### Track usage over the die

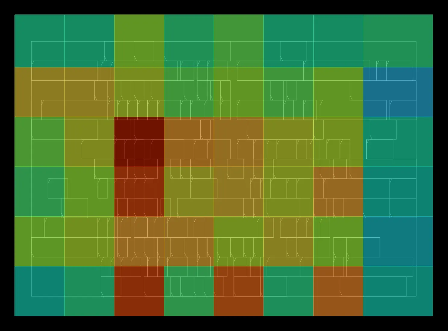
### Gate-type map

Drawn at 4 px/um.
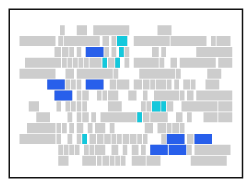
### Close-up of the layout

Region (31, 17) to (56, 42) um. Cells in grey, sequential cells in the stronger grey; small squares are vias.
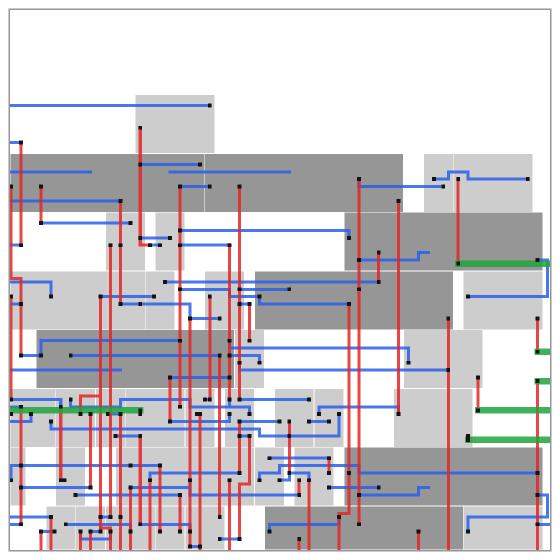
File: config.mk
export PLATFORM = sky130hd
export DESIGN_NAME = rr_token_arbiter_flat
export DESIGN_NICKNAME = d
export VERILOG_FILES = /design/src/rtl/rr_token_arbiter_if.sv /design/src/rtl/rr_token_arbiter.sv /design/src/flat_wrapper.sv
export SDC_FILE = /design/constraint.sdc
export NUM_CORES = 1
export LEC_CHECK = 0
export ABC_AREA = 1
export CORE_ASPECT_RATIO = 0.7
export CORE_MARGIN = 2
export CORE_UTILIZATION = 53
export CTS_CLUSTER_SIZE = 24
export DETAILED_ROUTE_END_ITERATION = 6
export PLACE_DENSITY = 0.78
export SYNTH_ARGS = -nofsm -noshare
export SYNTH_HDL_FRONTEND = slang
export SYNTH_SLANG_ARGS = --single-unit
File: constraint.sdc
create_clock -name clk -period 2.2 [get_ports clk]
set_clock_uncertainty 0.05 [all_clocks]
set_input_delay 0.55 -clock clk [delete_from_list [all_inputs] [get_ports clk]]
set_output_delay 0.55 -clock clk [all_outputs]
set_load 0.05 [all_outputs]
File: src/rtl/rr_token_arbiter_if.sv
// Client-side bundle for the round-robin token arbiter.
// The master modport is the client view and the slave modport is the arbiter view.
interface rr_token_arbiter_if #(
  parameter int N   = 3,
  parameter int IDW = 2
);
  logic [N-1:0]   req;
  logic [N-1:0]   ack;
  logic [N-1:0]   revoke;
  logic [IDW-1:0] grant_id;
  logic           busy;
  logic           abort;

  modport master (output req, input ack, revoke, grant_id, busy, abort);
  modport slave  (input req, output ack, revoke, grant_id, busy, abort);
endinterface

File: src/rtl/rr_token_arbiter.sv
// Centralised round-robin arbiter: one resource shared by N req/ack clients,
// with a rotating priority pointer and an optional hold-limit revoke request.
module rr_token_arbiter #(
  parameter int N        = 3,
  parameter int IDW      = 2,
  parameter int MAX_HOLD = 8
) (
  input logic               clk,
  input logic               rst,
  rr_token_arbiter_if.slave bus
);

  localparam int HW = (MAX_HOLD > 0) ? $clog2(MAX_HOLD + 1) : 1;
  localparam logic [HW-1:0] HC_LIM = (MAX_HOLD > 0) ? HW'(MAX_HOLD - 1) : '0;

  typedef enum logic [1:0] {IDLE, SETUP, BUSY} state_t;

  state_t         r_state;
  logic [IDW-1:0] r_ptr;
  logic [IDW-1:0] r_grant_id;
  logic [N-1:0]   r_ack;
  logic [N-1:0]   r_revoke;
  logic [HW-1:0]  r_hold_cnt;
  logic           r_abort;

  logic           w_found;
  logic [IDW-1:0] w_sel;
  logic [IDW-1:0] w_next_ptr;
  logic           w_req_sel;

  // Scan downwards so the match closest to r_ptr is written last and wins.
  always_comb begin
    int j;
    w_found = 1'b0;
    w_sel   = '0;
    j       = 0;
    for (int i = N - 1; i >= 0; i--) begin
      j = int'(r_ptr) + i;
      if (j >= N) j = j - N;
      if (bus.req[j]) begin
        w_found = 1'b1;
        w_sel   = IDW'(j);
      end
    end
  end

  assign w_next_ptr = (r_grant_id == IDW'(N - 1)) ? '0 : r_grant_id + 1'b1;
  assign w_req_sel  = bus.req[r_grant_id];

  always_ff @(posedge clk or posedge rst) begin
    if (rst) begin
      r_state    <= IDLE;
      r_ptr      <= '0;
      r_grant_id <= '0;
      r_ack      <= '0;
      r_revoke   <= '0;
      r_hold_cnt <= '0;
      r_abort    <= 1'b0;
    end else begin
      r_abort <= 1'b0;
      case (r_state)
        IDLE: begin
          if (w_found) begin
            r_grant_id <= w_sel;
            r_state    <= SETUP;
          end
        end
        SETUP: begin
          if (w_req_sel) begin
            r_ack      <= N'(1) << r_grant_id;
            r_hold_cnt <= '0;
            r_state    <= BUSY;
          end else begin
            r_abort <= 1'b1;
            r_ptr   <= w_next_ptr;
            r_state <= IDLE;
          end
        end
        BUSY: begin
          if (w_req_sel) begin
            // Revoke is only a request; ack stays until the client lets go.
            if (MAX_HOLD != 0 && r_hold_cnt == HC_LIM) begin
              r_revoke <= N'(1) << r_grant_id;
            end else if (r_hold_cnt != '1) begin
              r_hold_cnt <= r_hold_cnt + 1'b1;
            end
          end else begin
            r_ack    <= '0;
            r_revoke <= '0;
            r_ptr    <= w_next_ptr;
            r_state  <= IDLE;
          end
        end
        default: r_state <= IDLE;
      endcase
    end
  end

  assign bus.ack      = r_ack;
  assign bus.revoke   = r_revoke;
  assign bus.grant_id = r_grant_id;
  assign bus.busy     = (r_state != IDLE);
  assign bus.abort    = r_abort;

endmodule

File: src/flat_wrapper.sv
// flat-port wrapper written by rule: the top's interface ports become plain ports
module rr_token_arbiter_flat 
#(
  parameter int N        = 3,
  parameter int IDW      = 2,
  parameter int MAX_HOLD = 8
)
  (clk, rst, bus_req, bus_ack, bus_revoke, bus_grant_id, bus_busy, bus_abort);
  rr_token_arbiter_if #(.N(N), .IDW(IDW)) bus_i ();
  input logic clk;
  input logic rst;
  input wire logic [$bits(bus_i.req)-1:0] bus_req;
  output wire logic [$bits(bus_i.ack)-1:0] bus_ack;
  output wire logic [$bits(bus_i.revoke)-1:0] bus_revoke;
  output wire logic [$bits(bus_i.grant_id)-1:0] bus_grant_id;
  output wire logic [$bits(bus_i.busy)-1:0] bus_busy;
  output wire logic [$bits(bus_i.abort)-1:0] bus_abort;
  assign bus_i.req = bus_req;
  assign bus_ack = bus_i.ack;
  assign bus_revoke = bus_i.revoke;
  assign bus_grant_id = bus_i.grant_id;
  assign bus_busy = bus_i.busy;
  assign bus_abort = bus_i.abort;
  rr_token_arbiter #(.N(N), .IDW(IDW), .MAX_HOLD(MAX_HOLD)) u_core (.clk(clk), .rst(rst), .bus(bus_i));
endmodule
==> flow_metrics.py <==
# Flow results
metrics = {
    "status": {
        "status": "finished, final reports clean",
    },
    "finish": {
        "largest_class": "combinational gates",
        "final_nets": 174,
        "buffers_excl_clock": 14,
        "largest_register": "u_core.r_hold_cnt",
        "nClkBuffers": 4,
        "final_cells": 182,
        "nFillCells": 162,
        "sh_comb_area": 0.449,
        "clockNetworkAreaShare": 0.0205,
        "n_all_inverters": 21,
        "comb_area_um2": 576,
        "nonClkBufAreaFrac": 0.115,
        "flop_area_um2": 425,
        "final_area_mm2": 0.00128,
    },
    "critical_path": {
        "crit_end": "bus_grant_id[0]",
        "r2r-start": "u_core.r_ptr[0]",
        "critPathSlowestCell": "clkdlybuf4s50_1",
        "worstPathArrival_ps": 1540,
        "critPathMaxStageDelay_ps": 830,
        "crit_start": "u_core.bus.grant_id[0]",
        "worstPathCellList": "clkdlybuf4s50_1",
        "r2r-end": "u_core.r_state[1]",
        "path_max_fanout": 4,
        "worst-path-buf-inv": 1,
    },
    "min_path": {
        "worst_hold_path.endpoint": "u_core.bus.revoke[1]",
        "hold_start": "u_core.bus.revoke[1]",
        "hold_class": "register to register",
    },
    "clocking": {
        "cts_tree": "done",
        "cts_hold_buf": 0,
        "worst_skew_pair.late_latency_ps": 300,
        "clk_pin_slew_worst_paths_ps": 100,
        "cts.sink_count": 17,
        "cts_buffer_depth": 2,
    },
    "final_timing": {
        "maxSlewViolCount": 0,
        "fmax_ghz": 0.468,
        "fin_ws_ps": 62.3,
        "slew_headroom": 0.570,
        "fin_crit_sh": 0.972,
    },
    "floorplan": {
        "fp_util": 0.572,
        "dieArea_mm2": 0.00242,
    },
    "route": {
        "routed_wl_um": 2240,
        "routed-wl-met3_um": 160,
        "met2_length_um": 873,
        "drt_iter0_markers": 35,
        "wl_met1_um": 1170,
    },
    "global_route": {
        "use_met2": 0.282,
        "grt_pass1_wl_um": 3860,
        "met1_usage": 0.313,
        "grt_use_total": 0.210,
        "grt_pass1_vias": 877,
    },
    "synth": {
        "ys_chip_area_mm2": 0.00108,
        "top_cell": "nand2_1",
        "yosysWarnings": 0,
        "xor_share": 0.00811,
        "ys_ff": 17,
        "synth_area_per_cell_um2": 7.60,
        "seq_area_frac_synth": 0.394,
        "top_area_cell": "dfrtp_1",
        "topCombFamilyByArea": "simple AND/OR/NAND/NOR gates",
        "synthDistinctLibCells": 19,
        "syn-instance-count": 142,
        "top_area_frac": 0.394,
        "netlist_area_mm2": 0.00108,
    },
    "place": {
        "placed_area_mm2": 0.00125,
        "dp.cells": 178,
        "dp_hpwl_um": 1750,
        "dp_slack_ps": 175,
        "numPortBuffers": 14,
    },
    "job": {
        "tool_warnings": 31,
    },
}
About 'Track usage over the die':
Routed WL per cell: 12.3 um
met3 Resource Use GR: 0.0592

About 'Gate-type map':
Blue stands for fa/ha/maj cells, cells 8, most used ha_1. Cyan stands for nor cells, cells 8, most used nor2_1.

About 'Close-up of the layout':
Blue stands for M1. Green stands for M3. Red stands for M2.
Sequential cells in the window: 7. Most frequent: dfrtp_1 (7). 37 logic cells have their middle in the window. Netlist names of flops here include u_core.bus.ack (3), u_core.bus.revoke (3).

